<file path="config.mk">
export PLATFORM = sky130hd
export DESIGN_NAME = hybrid_gate_sequencer
export DESIGN_NICKNAME = d
export VERILOG_FILES = /design/src/rtl/hybrid_gate_sequencer.sv
export SDC_FILE = /design/constraint.sdc
export NUM_CORES = 1
export LEC_CHECK = 0
export ABC_AREA = 1
export CORE_MARGIN = 2
export CORE_UTILIZATION = 58
export DETAILED_ROUTE_END_ITERATION = 7
export GPL_TIMING_DRIVEN = 0
export PLACE_DENSITY = 0.85
export SLEW_MARGIN = 40
export SYNTH_ARGS = -nofsm -noshare
export SYNTH_HDL_FRONTEND = slang
export SYNTH_SLANG_ARGS = --single-unit
</file>
<file path="constraint.sdc">
create_clock -name i_CLK -period 4.75 [get_ports i_CLK]
set_input_delay 0.95 -clock i_CLK [delete_from_list [all_inputs] [get_ports i_CLK]]
set_output_delay 0.95 -clock i_CLK [all_outputs]
set_load 0.02 [all_outputs]
</file>
<file path="src/rtl/hybrid_gate_sequencer.sv">
// Gate sequencer between the hybrid control law and the half-bridge drivers.
// Optional RUN commit counter is built when HYBRID_SEQ_JUMP_COUNTER_EN is defined.
module hybrid_gate_sequencer #(
    parameter int DEADTIME        = 20,
    parameter int MIN_DWELL       = 200,
    parameter int STARTUP_HALF    = 500,
    parameter int STARTUP_TOGGLES = 8
) (
    input  logic        i_CLK,
    input  logic        i_RESET,
    input  logic        i_enable,
    input  logic        i_fault,
    input  logic        i_sigma,
    output logic        o_sigma,
    output logic        o_gate_H,
    output logic        o_gate_L,
    output logic        o_closed_loop,
    output logic [1:0]  o_state,
    output logic [15:0] o_jump_count
);

    localparam int DT_W   = $clog2(DEADTIME + 1);
    localparam int DW_W   = $clog2(MIN_DWELL + 1);
    localparam int HALF_W = $clog2(STARTUP_HALF + 1);
    localparam int TG_W   = $clog2(STARTUP_TOGGLES + 1);

    typedef enum logic [1:0] {
        ST_IDLE    = 2'd0,
        ST_STARTUP = 2'd1,
        ST_RUN     = 2'd2,
        ST_FAULT   = 2'd3
    } state_t;

    state_t              state_q, state_d;
    logic                sig_q;
    logic                sigma_q, sigma_d;
    logic [DT_W-1:0]     dt_q, dt_d;
    logic [DW_W-1:0]     dwell_q, dwell_d;
    logic [HALF_W-1:0]   half_q, half_d;
    logic [TG_W-1:0]     tog_q, tog_d;
    logic                do_commit;
    logic                commit_val;
    logic                active;

    always_comb begin
        state_d    = state_q;
        sigma_d    = sigma_q;
        dt_d       = (dt_q == '0) ? '0 : dt_q - DT_W'(1);
        dwell_d    = (dwell_q == '0) ? '0 : dwell_q - DW_W'(1);
        half_d     = (half_q == '0) ? '0 : half_q - HALF_W'(1);
        tog_d      = tog_q;
        do_commit  = 1'b0;
        commit_val = sigma_q;

        if (i_fault) begin
            state_d = ST_FAULT;
        end else if (!i_enable) begin
            // Covers the FAULT exit too: it needs fault and enable both low.
            state_d = ST_IDLE;
            sigma_d = 1'b0;
            dt_d    = '0;
            dwell_d = '0;
            half_d  = '0;
            tog_d   = '0;
        end else begin
            case (state_q)
                ST_IDLE: begin
                    state_d    = ST_STARTUP;
                    do_commit  = 1'b1;
                    commit_val = 1'b1;
                    half_d     = HALF_W'(STARTUP_HALF);
                    tog_d      = '0;
                end
                ST_STARTUP: begin
                    if (half_q == HALF_W'(1)) begin
                        if (tog_q == TG_W'(STARTUP_TOGGLES - 1)) begin
                            state_d = ST_RUN;
                        end else begin
                            do_commit  = 1'b1;
                            commit_val = ~sigma_q;
                            half_d     = HALF_W'(STARTUP_HALF);
                            tog_d      = tog_q + TG_W'(1);
                        end
                    end
                end
                ST_RUN: begin
                    // The commit may land on the edge where the dwell counter reaches 0.
                    if ((sig_q != sigma_q) && (dwell_q <= DW_W'(1))) begin
                        do_commit  = 1'b1;
                        commit_val = sig_q;
                    end
                end
                default: begin
                    state_d = ST_FAULT;
                end
            endcase
        end

        if (do_commit) begin
            sigma_d = commit_val;
            dt_d    = DT_W'(DEADTIME);
            dwell_d = DW_W'(MIN_DWELL);
        end
    end

    always_ff @(posedge i_CLK) begin
        if (!i_RESET) begin
            state_q <= ST_IDLE;
            sig_q   <= 1'b0;
            sigma_q <= 1'b0;
            dt_q    <= '0;
            dwell_q <= '0;
            half_q  <= '0;
            tog_q   <= '0;
        end else begin
            state_q <= state_d;
            sig_q   <= i_sigma;
            sigma_q <= sigma_d;
            dt_q    <= dt_d;
            dwell_q <= dwell_d;
            half_q  <= half_d;
            tog_q   <= tog_d;
        end
    end

    // Gates derive only from registered state, so they can never overlap.
    assign active        = (state_q == ST_STARTUP) || (state_q == ST_RUN);
    assign o_gate_H      = active && (dt_q == '0) && sigma_q;
    assign o_gate_L      = active && (dt_q == '0) && !sigma_q;
    assign o_sigma       = sigma_q;
    assign o_closed_loop = (state_q == ST_RUN);
    assign o_state       = state_q;

`ifdef HYBRID_SEQ_JUMP_COUNTER_EN
    logic [15:0] jump_q;
    logic        run_commit;
    logic        startup_entry;

    assign run_commit    = (state_q == ST_RUN) && do_commit;
    assign startup_entry = (state_q == ST_IDLE) && (state_d == ST_STARTUP);

    always_ff @(posedge i_CLK) begin
        if (!i_RESET) begin
            jump_q <= '0;
        end else if (startup_entry) begin
            jump_q <= '0;
        end else if (run_commit && (jump_q != 16'hFFFF)) begin
            jump_q <= jump_q + 16'd1;
        end
    end

    assign o_jump_count = jump_q;
`else
    assign o_jump_count = 16'd0;
`endif

endmodule
</file>
==> summary.txt, run 1 <==
Figures from the flow reports.

Run status:
- The flow ran to the end, and the final reports show no timing, DRC or antenna violations.

CTS:
- The run puts the maximum root-to-sink buffer count at 2.
- In this run the post-CTS setup repair buffer count came out at 0.
- TritonCTS built the clock tree.
- The run gives the clock transition at the register clock pins on the worst setup and hold paths after CTS as 0.10 ns.
- In this run, post-CTS repair resized a total of 0 instances.
- The tree is rooted in a sky130_fd_sc_hd__clkbuf_4.

Die:
- In this run the horizontal extent of the chip is approximately 60 um.
- The share of the core area taken by cells at floorplan is 0.602.
- The core region is between 3000 and 4000 um2.
- The run puts the count of boundary I/O pins at 27.
- Per the OpenROAD floorplan log, the area of the die is 3580 um2.
- The run puts the standard-cell row count at 20.

Final layout:
- The run gives the filler-free cell count of the finished design as about 300.
- The register with the most flip-flops in the layout has 9 of them.
- In the final layout, the registers with the most flip-flops are half_q: 9 flops, dwell_q: 8 flops, dt_q: 5 flops.
- The run gives the antenna diode count as 0.
- The biggest slice of the area belongs to logic gates.
- The area taken by multi-input combinational cells is reported as a little over 1000 um2.
- The run gives the proportion of cell area occupied by multi-input gates as 0.495.
- Counting flops per register, the top entry is half_q.
- The run puts the area of all sequential standard cells at around 600 um2.
- In the finished design the tool counted flip-flops and latches totalling 30.
- The run gives the final net count as 289.
- Measured on the final layout, the clock distribution area share stands at 0.0308.
- The run puts the flop share of the area at 0.290.
- The run puts the tally of clock buffers in the finished layout at 6.
- The run puts the layout-stage area growth over the synthesis result at 14.5%.
- The run gives the ratio of cells with drive above 1 in the final layout as 0.164.

GRT:
- The run puts the pin count of the biggest net entering global routing at 11.
- The number of antenna violations at the first check in global routing was 0.
- The run puts the via count of the first global-routing pass at 1336.
- The run puts the total track usage at 0.206.

Yosys:
- In the Yosys report the total cell count is 241.
- The synthesized design spends more area on one cell type than any other, namely sky130_fd_sc_hd__dfxtp_1.
- The run puts the proportion of netlist area held by the largest area contributor at 0.332.
- The run puts the post-synth design cell area at between 1500 and 2000 um2.
- Yosys attributes the largest share of cell area to sky130_fd_sc_hd__dfxtp_1 33%, sky130_fd_sc_hd__nand2_1 7.7%, sky130_fd_sc_hd__ha_1 7.6%, sky130_fd_sc_hd__buf_4 7.1%, sky130_fd_sc_hd__inv_1 5.4%.
- The run gives the most common cell in the synthesized netlist as sky130_fd_sc_hd__nand2_1.
- The run gives the tally of unique sky130hd cells used after synthesis as 33.
- The run gives the number of enable-type register cells in the synthesized netlist as 0.
- The run gives the part of the Yosys area used for sequential elements as 0.332.
- The synthesis run shows the most used standard cells to be 37 x sky130_fd_sc_hd__nand2_1, 30 x sky130_fd_sc_hd__dfxtp_1, 26 x sky130_fd_sc_hd__inv_1.
- The run gives the total of warnings raised by yosys as 0.
- For this run, the chip area from Yosys synthesis comes to approximately 1800 um2.

Pwr:
- The run gives the power density over the cells as between 500 and 600 nW/um2.
- Total power for the finished layout comes to 1.18 mW.

Critical path:
- The run puts the worst endpoint required time at ~3.8 ns.
- Listed in order, past its start point the critical path passes inv_1, ha_1, inv_1, nor3_1, clkdlybuf4s50_1.
- The run puts the highest fanout seen on the critical path at 5.
- Per STA, the library cell used most along the worst path is sky130_fd_sc_hd__inv_1.
- The worst setup path is launched from a flop.
- The slowest stage of the critical path belongs to the cell sky130_fd_sc_hd__clkdlybuf4s50_1.
- The run puts the arrival time at the worst endpoint at between 1.5 and 2 ns.

Min path:
- The run gives the depth of the worst hold-timing path as 1.

Placement:
- The run gives the total placed cells including tap cells as about 300.
- The run puts the final weighted congestion in routability-driven placement at between 0.7 and 0.8.
- During placement, the flow inserted port buffers numbering 10.

Drt:
- The run puts the met1 wire length at around 1.5 mm.
- The run gives the average wire per standard cell as between 10 and 15 um.
- The detailed router reports a met2 wire length of roughly 1.5 mm.
- The detailed router reported a total wirelength of around 3.2 mm.
- The run puts the number of violations reported at the end of detailed-routing iteration 0 at 54.
- The detail route stage leaves a number of antenna-violating nets equal to 0.
- For this run, the detailed router's first-pass iteration total came to 4.

Flow run:
- The run puts the count of maximum capacitance violations at 0.
- The run puts the count of warning messages emitted by the tools at 32.

Timing:
- For this run, the final setup violation count is recorded as 0.
- Derived from the worst setup path, the maximum achievable clock frequency is 340 MHz.
- The run puts the worst clock skew at around 0.0057 ns.
- The run gives the number of hold violations in the final report as 0.
- The run puts the number of pins exceeding their max-slew limit in the final report at 0.
- The run gives the final total negative setup slack as 0 ns.
run 1: path summary, 6_finish.rpt:
check	start	slack, ns	to
worst min register to register	dwell_q[0]	0.45	dwell_q[0]
worst max-delay path	o_state[0]	1.81	o_gate_H
worst max register to register	o_state[1]	3.01	dwell_q[0]
worst min-delay path	dwell_q[0]	0.45	dwell_q[0]
run 1: power breakdown:
part	switching [mW]	internal, mW
Sequential	0.0686	0.334
Clock	0.0966	0.0710
Combinational	0.352	0.258
run 1: worst reg2reg max path, cell delays in order, from the launching register on:
cell                      delay [ns]
sky130_fd_sc_hd__dfxtp_1        0.42
sky130_fd_sc_hd__inv_1          0.08
sky130_fd_sc_hd__ha_1           0.18
sky130_fd_sc_hd__buf_4          0.17
sky130_fd_sc_hd__and2_1         0.20
sky130_fd_sc_hd__nand2_4        0.10
sky130_fd_sc_hd__nand3_2        0.10
sky130_fd_sc_hd__nand2_4        0.13
sky130_fd_sc_hd__nand3_1        0.19
sky130_fd_sc_hd__nor2_1         0.13
run 1: cell families after synthesis:
| kind of cell | Yosys count | share of synthesized area |
|---|---|---|
| DFF | 30 | 0.332 |
| adders and majority gates | 11 | 0.0761 |
| other | 1 | 0.00207 |
| xor gates and xnor gates | 12 | 0.0581 |
| AOI/OAI and AO/OA | 28 | 0.0934 |
| and+or+nand+nor | 112 | 0.305 |
| buffers and inverters | 47 | 0.133 |
run 1: stage by stage:
step | hold WS, ns | worst slack, ns
floorplan | 0.417 | 2.41
global placement | 0.430 | 2.20
detailed placement | 0.439 | 2.18
CTS | 0.457 | 1.79
global route | 0.484 | 1.65
finish | 0.453 | 1.81
run 1: per-layer routing:
layer  GRT usage  up-vias
li1            -      803
met1       0.245      630
met2       0.323       34
met3      0.0714        7
met4       0.108        0
met5           0        -
**Run 1: nets reached from selected ports**

Bar = 20 um.
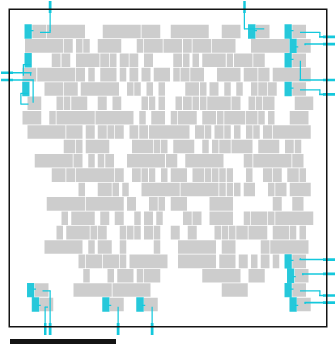
- cyan: o_jump_count (bits 16; direction output; end cells 16; buffers 16; wire 96.7 um)

**Run 1: routed metal, one color a layer**

Two of the layers only.
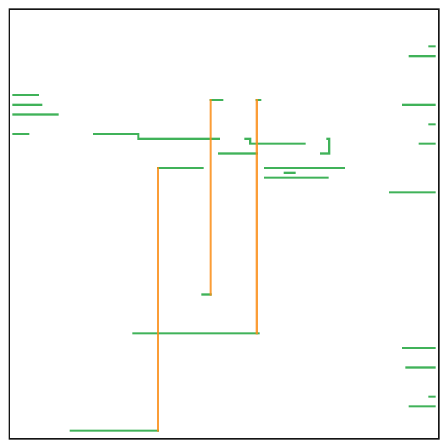
- orange: metal 4 (wire length 96.6 um)
- green: metal 3 (wire length 141 um)

**Run 1: sequential cells colored by netlist name**

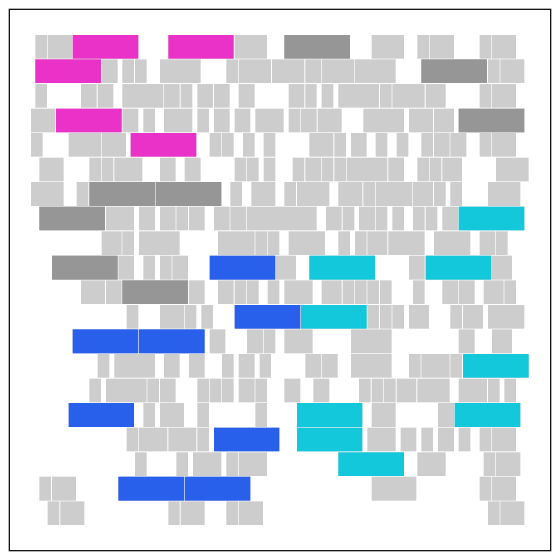
- cyan: half_q (placed flops 9)
- magenta: dt_q (placed flops 5; where upper left)
- blue: dwell_q (placed flops 8)
- not colored: 8

**Run 1: signal wires on met2**

Bar = 20 um.
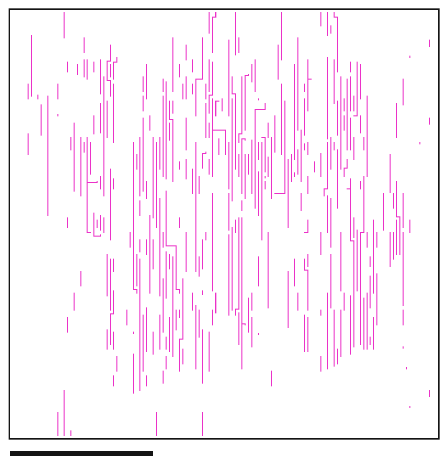

==> run 2: changes to the inputs <==
- CORE_UTILIZATION: 58 -> 54
- PLACE_DENSITY: 0.85 -> 0.8
- clock period: 4.75 -> 2.8 ns (I/O delays scaled with it)
**Run 2: signal wires on met2**

Bar = 20 um.
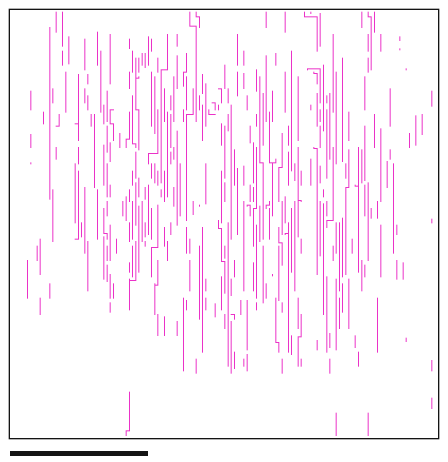
- longest straight run: 24.8 um
- main direction: vertical
- nets with wire on the layer: 228

**Run 2: placement view**

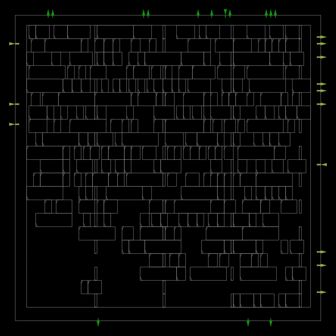
FP Rows: 21
fraction of area in registers: 0.291
utilization after layout: 0.629

==> summary.txt, run 2 <==
Figures from the flow reports.

Placement:
- The run gives the post-placement setup slack as 0.584 ns (was 2.18 ns).
- The run gives the count of input and output buffers as 10 (unchanged).

Die:
- The run puts the total die size at 3830 um2 (was 3580 um2).
- The run puts the die width at 61.9 um (was 59.8 um).
- The run puts the floorplan-stage core utilization at 0.550 (was 0.602).
- The run gives the count of boundary I/O pins as 27 (unchanged).

GRT:
- The run puts the number of antenna violations at the first check in global routing at 0 (unchanged).
- The run puts the via count of the first global-routing pass at 1254 (was 1336).
- The run puts the pin count of the biggest net entering global routing at 11 (unchanged).
- The overflow left after global routing came to 0 (unchanged).

Final layout:
- The run gives the filler-free cell count of the finished design as 319 (was 307).
- The run gives the final net count as 289 (unchanged).
- The number of flip-flops under the largest register name was 9 (unchanged).
- The run gives the register name with the most flops as half_q (unchanged).
- The antenna diode count came to 0 (unchanged).
- Regs by FF count: half_q: 9 flops, dwell_q: 8 flops, dt_q: 5 flops (unchanged).

Critical path:
- The termination of the worst setup path is o_gate_H (unchanged).
- The run gives the worst-case register-to-register setup slack as 1.04 ns (was 3.01 ns).
- The run puts the arrival time at the worst endpoint at 1.99 ns (about the same).
- The origin of the worst setup path is o_state[1] (was o_state[0]).
- The run gives the highest fanout seen on the critical path as 5 (unchanged).
- The startpoint type of the worst setup path is a flop (unchanged).
- Ordered cell list for the critical path: inv_1, ha_1, inv_1, nor3_1, clkdlybuf4s50_1 (unchanged).
- The launch point of the worst reg-to-reg path is o_state[1] (unchanged).
- The run puts the worst endpoint required time at 2.24 ns (was 3.80 ns).
- The critical path's slowest cell was sky130_fd_sc_hd__clkdlybuf4s50_1 (unchanged).

Yosys:
- Post-synth area hogs: sky130_fd_sc_hd__dfxtp_1 33%, sky130_fd_sc_hd__nand2_1 7.7%, sky130_fd_sc_hd__ha_1 7.6%, sky130_fd_sc_hd__buf_4 7.1%, sky130_fd_sc_hd__inv_1 5.4% (unchanged).
- The run gives the largest area contributor in the synthesized netlist as sky130_fd_sc_hd__dfxtp_1 (unchanged).
- The run puts the post-synth area from yosys stat at 1810 um2 (unchanged).
- The run puts the post-synth design cell area at 1810 um2 (unchanged).
- The run puts the tally of unique sky130hd cells used after synthesis at 33 (unchanged).
- The run puts the yosys stat cell total at 241 (unchanged).
- Top post-synthesis cells by count: 37 x sky130_fd_sc_hd__nand2_1, 30 x sky130_fd_sc_hd__dfxtp_1, 26 x sky130_fd_sc_hd__inv_1 (unchanged).
- The run gives the part of the Yosys area used for sequential elements as 0.332 (unchanged).
- The number of enable-type register cells in the synthesized netlist came to 0 (unchanged).
- The run gives the total of warnings raised by yosys as 0 (unchanged).

Timing:
- The run gives the worst hold slack across all endpoints as 0.454 ns (was 0.453 ns).
- The run puts the maximum clock frequency at a little under 400 MHz.
- The worst clock skew was 0.00870 ns (was 0.00573 ns).
- The final total negative setup slack was 0 ns (unchanged).
- The run puts the number of hold violations in the final report at 0 (unchanged).
- The run puts the number of pins exceeding their max-slew limit in the final report at 0 (unchanged).
- The run puts the final worst slack at 0.248 ns (was 1.81 ns).
- The run gives the number of setup violations in the final report as 0 (unchanged).

CTS:
- The number of cells upsized or downsized after cts is 0 (unchanged).
- The maximum root-to-sink buffer count was 2 (unchanged).
- The run puts the clock transition at the register clock pins on the worst setup and hold paths after CTS at 0.09 ns (was 0.10 ns).
- The TritonCTS clock tree is done (unchanged).
- The cell at the root of the clock tree is sky130_fd_sc_hd__clkbuf_4 (unchanged).
- The run puts the setup fix buffers added after clock tree synthesis at 0 (unchanged).

Flow run:
- The run gives the count of maximum capacitance violations as 0 (unchanged).
- The run gives the count of warning messages emitted by the tools as 32 (unchanged).

Drt:
- The run puts the number of violations reported at the end of detailed-routing iteration 0 at 45 (was 54).
- The average wire per standard cell came to 9.97 um (was 10.4 um).
- The run puts the first-pass detailed-route iteration total at 4 (unchanged).
- The total wirelength of the detailed-routed design came to 3.18 mm (about the same).
- The run gives the number of nets with antenna violations after detailed routing as 0 (unchanged).

Pwr:
- The run puts the power density over the cells at 944 nW/um2 (was 570 nW/um2).
- The overall power came to 1.95 mW (was 1.18 mW).

Run status:
- Outcome: finished clean (unchanged).
## run 2: cell counts after synthesis
Identical to the previous run, type by type.
## run 2: layer usage
layer  track usage  routed length (um)  vias to the layer above
met5             0                   0                        -
met4        0.0821                  43                        0
met3        0.0600                 108                        4
met2         0.304                1570                       21
met1         0.204                1460                      684
li1              -                   -                      805
## run 2: cell families (layout without fill, tap and decap cells)
family | Yosys count | count (layout) | synth area share
AOI/OAI and AO/OA | 28 | 28 | 0.0934
xor gates and xnor gates | 12 | 12 | 0.0581
adders and majority gates | 11 | 11 | 0.0761
buffers and inverters | 47 | 64 | 0.133
DFF | 30 | 30 | 0.332
other | 1 | 16 | 0.00207
and+or+nand+nor | 112 | 112 | 0.305
## run 2: worst min-delay path by stage
stage	cells after the start	endpoint	slack (ns)	startpoint
finish	1	dt_q[0]	0.45	dt_q[0]
floorplan	1	dwell_q[0]	0.42	dwell_q[0]
detailed placement	1	dwell_q[0]	0.44	dwell_q[0]
global route	1	dwell_q[0]	0.48	dwell_q[0]
CTS	1	dwell_q[0]	0.46	dwell_q[0]
global placement	1	dwell_q[0]	0.43	dwell_q[0]
## run 2: area by class of cell
class                   instances  area (um2)  share of cell area
clock buffers                   7        45.0              0.0218
inverters                      29         109              0.0527
multi-input cells             179        1020               0.495
well taps                      46        57.6              0.0278
flip-flops and latches         30         601               0.291
repair buffers                 10         100              0.0484
plain buffers                  18         131              0.0636
## run 2: power breakdown
part           internal [mW]  leakage, nW  total, mW  switching [mW]
logic                  0.438        0.702       1.03           0.597
registers              0.566        0.247      0.684           0.117
clock network         0.0945       0.0254      0.232           0.138
total                   1.10        0.974       1.95           0.852
**Run 2: sequential cells colored by netlist name**

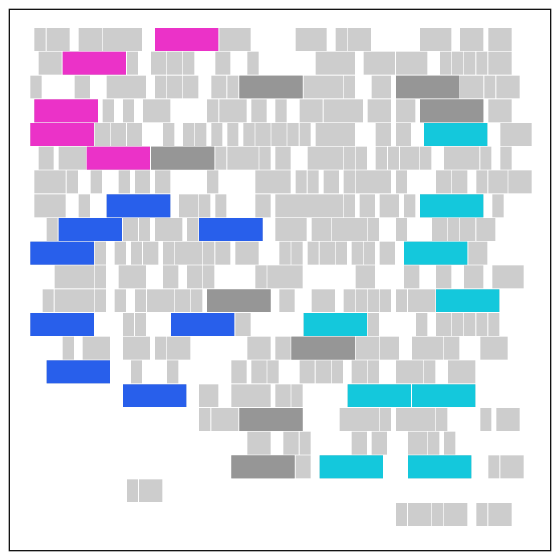

==> run 3: changes to the inputs <==
- PLACE_DENSITY: 0.8 -> unset
- PLACE_DENSITY_LB_ADDON: unset -> 0.3
- SLEW_MARGIN: 40 -> unset
**Run 3: sequential cells colored by netlist name**

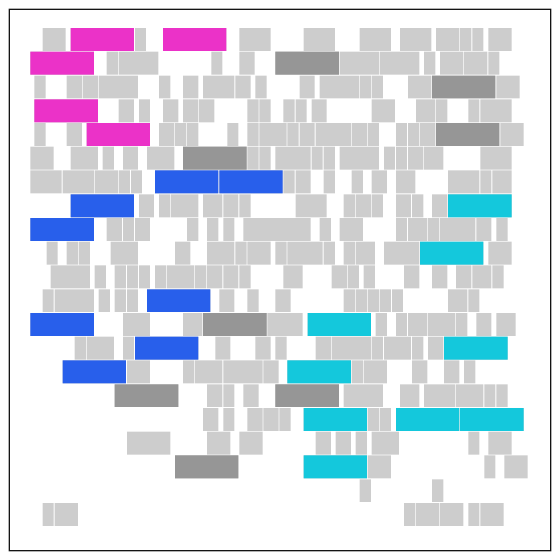
- cyan: half_q (placed flops 9)
- blue: dwell_q (placed flops 8; where middle left)
- magenta: dt_q (placed flops 5; where upper left)
- not colored: 8

**Run 3: placement view**

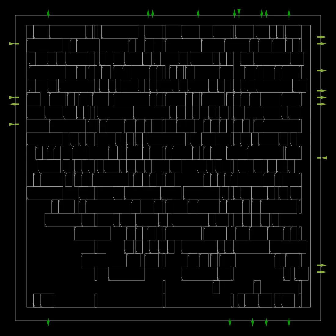
final sequential cell count: 30
number of tap cells added at floorplan: 46
Cell Count, Final, Fillers Out: 320

==> summary.txt, run 3 <==
Figures from the flow reports.

Drt:
- The run gives the total wirelength of the detailed-routed design as 3.11 mm (was 3.18 mm).
- The met2 wirelength from detailed routing was 1.44 mm (was 1.57 mm).
- The run puts the average wire per standard cell at 9.72 um (was 9.97 um).
- The run puts the detailed route wirelength on metal3 at 179 um (was 108 um).
- The highest routed metal layer was met4 (unchanged).
- The number of nets with antenna violations after detailed routing is 0 (unchanged).
- The run puts the met1 wire length at 1.44 mm (was 1.46 mm).
- The run puts the number of violations reported at the end of detailed-routing iteration 0 at 50 (was 45).
- The run gives the first-pass detailed-route iteration total as 4 (unchanged).

Critical path:
- Ordered cell list for the critical path: inv_1, ha_1, inv_1, nor3_1, clkdlybuf4s50_1 (unchanged).
- The startpoint type of the worst setup path was a flop (unchanged).
- The run puts the worst endpoint required time at 2.24 ns (about the same).
- The run gives the highest fanout seen on the critical path as 5 (unchanged).
- The cell repeated most along the worst path is sky130_fd_sc_hd__inv_1 (unchanged).
- The run puts the arrival time at the worst endpoint at 1.99 ns (about the same).
- The origin of the worst setup path is o_state[0] (was o_state[1]).
- The run gives the critical path's slowest cell as sky130_fd_sc_hd__clkdlybuf4s50_1 (unchanged).

Timing:
- The run puts the number of hold violations in the final report at 0 (unchanged).
- The run puts the final worst slack at 0.250 ns (was 0.248 ns).
- The run puts the number of pins exceeding their max-slew limit in the final report at 0 (unchanged).
- The number of setup violations in the final report is 0 (unchanged).
- The run gives the final total negative setup slack as 0 ns (unchanged).
- The run puts the maximum clock frequency at 392 MHz (about the same).
- The run puts the worst hold slack across all endpoints at 0.450 ns (was 0.454 ns).
- The worst clock skew is 0.0128 ns (was 0.00870 ns).

Yosys:
- The biggest combinational cell group after synthesis was simple AND/OR/NAND/NOR gates (unchanged).
- The post-synth design cell area is 1810 um2 (unchanged).
- The complex-gate fraction of the synthesized area was 0.0934 (unchanged).
- Top post-synthesis cells by count: 37 x sky130_fd_sc_hd__nand2_1, 30 x sky130_fd_sc_hd__dfxtp_1, 26 x sky130_fd_sc_hd__inv_1 (unchanged).
- The most common cell in the synthesized netlist is sky130_fd_sc_hd__nand2_1 (unchanged).
- The tally of unique sky130hd cells used after synthesis came to 33 (unchanged).
- The run gives the post-synthesis share of cell area spent on and, or, nand and nor gates as 0.305 (unchanged).
- The run gives the yosys stat cell total as 241 (unchanged).
- The run puts the synthesized-area fraction occupied by adder cells at 0.0761 (unchanged).
- The largest area contributor in the synthesized netlist is sky130_fd_sc_hd__dfxtp_1 (unchanged).
- The xor and xnor area share after synthesis came to 0.0581 (unchanged).
- The run gives the part of the Yosys area used for sequential elements as 0.332 (unchanged).
- Post-synth area hogs: sky130_fd_sc_hd__dfxtp_1 33%, sky130_fd_sc_hd__nand2_1 7.7%, sky130_fd_sc_hd__ha_1 7.6%, sky130_fd_sc_hd__buf_4 7.1%, sky130_fd_sc_hd__inv_1 5.4% (unchanged).
- The run gives the proportion of netlist area held by the largest area contributor as 0.332 (unchanged).
- The post-synth area from yosys stat was 1810 um2 (unchanged).
- The run puts the post-synthesis mux area share at 0 (unchanged).
- The total of warnings raised by yosys was 0 (unchanged).
- The number of enable-type register cells in the synthesized netlist came to 0 (unchanged).

Die:
- The run gives the floorplan-stage core utilization as 0.550 (unchanged).
- The run puts the count of boundary I/O pins at 27 (unchanged).
- The run gives the standard cell core area as 3280 um2 (unchanged).
- The standard-cell row count came to 21 (unchanged).
- The run gives the die width as 61.9 um (unchanged).
- The run puts the total die size at 3830 um2 (unchanged).

Final layout:
- The run puts the layout-stage area growth over the synthesis result at 15.2% (was 14.3%).
- The run puts the antenna diode count at 0 (unchanged).
- The run puts the final net count at 289 (unchanged).
- The run puts the number of flip-flops under the largest register name at 9 (unchanged).
- The run gives the ratio of cells with drive above 1 in the final layout as 0.161 (was 0.154).
- The register name with the most flops is half_q (unchanged).
- Regs by FF count: half_q: 9 flops, dwell_q: 8 flops, dt_q: 5 flops (unchanged).

GRT:
- The run puts the met1 layer usage reported by global route at 0.217 (was 0.204).
- The run puts the number of antenna violations at the first check in global routing at 0 (unchanged).
- The run gives the overflow left after global routing as 0 (unchanged).
- The via count of the first global-routing pass was 1264 (was 1254).
- The run gives the global-route track usage on met2 as 0.284 (was 0.304).
- The run gives the global-route track usage on met3 as 0.0766 (was 0.0600).
- The run gives the most used routing layer in global routing as met2 (unchanged).
- The pin count of the biggest net entering global routing was 11 (unchanged).
- The run gives the total track usage as 0.181 (was 0.179).

CTS:
- The cell at the root of the clock tree is sky130_fd_sc_hd__clkbuf_4 (unchanged).
- The run puts the clock transition at the register clock pins on the worst setup and hold paths after CTS at 0.10 ns (was 0.09 ns).
- The maximum root-to-sink buffer count came to 2 (unchanged).
- The setup fix buffers added after clock tree synthesis is 0 (unchanged).
- The TritonCTS clock tree is done (unchanged).
- The run puts the clock sink total at 30 (unchanged).

Flow run:
- The run puts the count of warning messages emitted by the tools at 32 (unchanged).
- The count of maximum capacitance violations is 0 (unchanged).

Pwr:
- The run puts the sequential power share at 0.346 (was 0.350).
- The run puts the internal power at 1.13 mW (was 1.10 mW).
- The run gives the power density over the cells as 949 nW/um2 (was 944 nW/um2).
- The run gives the net switching power figure as 0.850 mW (was 0.852 mW).
- The run puts the overall power at 1.98 mW (was 1.95 mW).
- The run gives the switching share of power as 0.430 (was 0.437).
- The run puts the clock network power share at 0.137 (was 0.119).
- The run puts the combinational share of power at 0.517 (was 0.531).

Placement:
- The run puts the count of input and output buffers at 10 (unchanged).
- The post-placement setup slack was 0.618 ns (was 0.584 ns).
- The run gives the final weighted congestion in routability-driven placement as 0.786 (was 0.772).

Run status:
- Outcome: finished clean (unchanged).
run 3: netlist changes by cell type in the layout (fill, tap and decap cells not counted):
cell,previous run,this run
sky130_fd_sc_hd__clkbuf_1,3,2
sky130_fd_sc_hd__clkbuf_8,0,1
sky130_fd_sc_hd__clkinv_2,0,1
run 3: power groups by stage:
stage	logic [mW]	clock network, mW	registers, mW
after CTS	1.03	0.280	0.685
after global placement	1.01	0	0.690
final	1.02	0.270	0.684
after floorplan	0.868	0	0.676
after detailed placement	1.03	0	0.694
after global routing	1.16	0.303	0.706
run 3: cell type report:
type / count / area (um2) / area share
repair buffers: 10 / 100 / 0.0481
plain buffers: 18 / 131 / 0.0631
flip-flops and latches: 30 / 601 / 0.288
clock inverters: 1 / 5.00 / 0.00240
clock buffers: 7 / 55.1 / 0.0264
inverters: 29 / 109 / 0.0523
well taps: 46 / 57.6 / 0.0276
multi-input cells: 179 / 1020 / 0.492
run 3: cells by family after synthesis:
logic type      count (synthesis)
xor+xnor                       12
other cells                     1
compound gates                 28
buf+inv                        47
fa+ha+maj                      11
simple gates                  112
flops                          30
run 3: worst min-delay path by stage:
stage	startpoint	endpoint	slack, ns	cells after the start
floorplan	dwell_q[0]	dwell_q[0]	0.42	1
global route	dt_q[0]	dt_q[0]	0.48	1
global placement	dwell_q[0]	dwell_q[0]	0.43	1
detailed placement	dwell_q[0]	dwell_q[0]	0.44	1
finish	dwell_q[0]	dwell_q[0]	0.45	1
CTS	dwell_q[0]	dwell_q[0]	0.45	1
run 3: metrics by stage:
| stage | util | instances |
|---|---|---|
| detailed placement | 0.616 | 312 |
| CTS | 0.634 | 320 |
| finish | 0.634 | 320 |
| floorplan | - | 256 |
| global placement | 0.616 | 312 |
| global route | 0.634 | 320 |
Power and IR drop assume default switching activity.
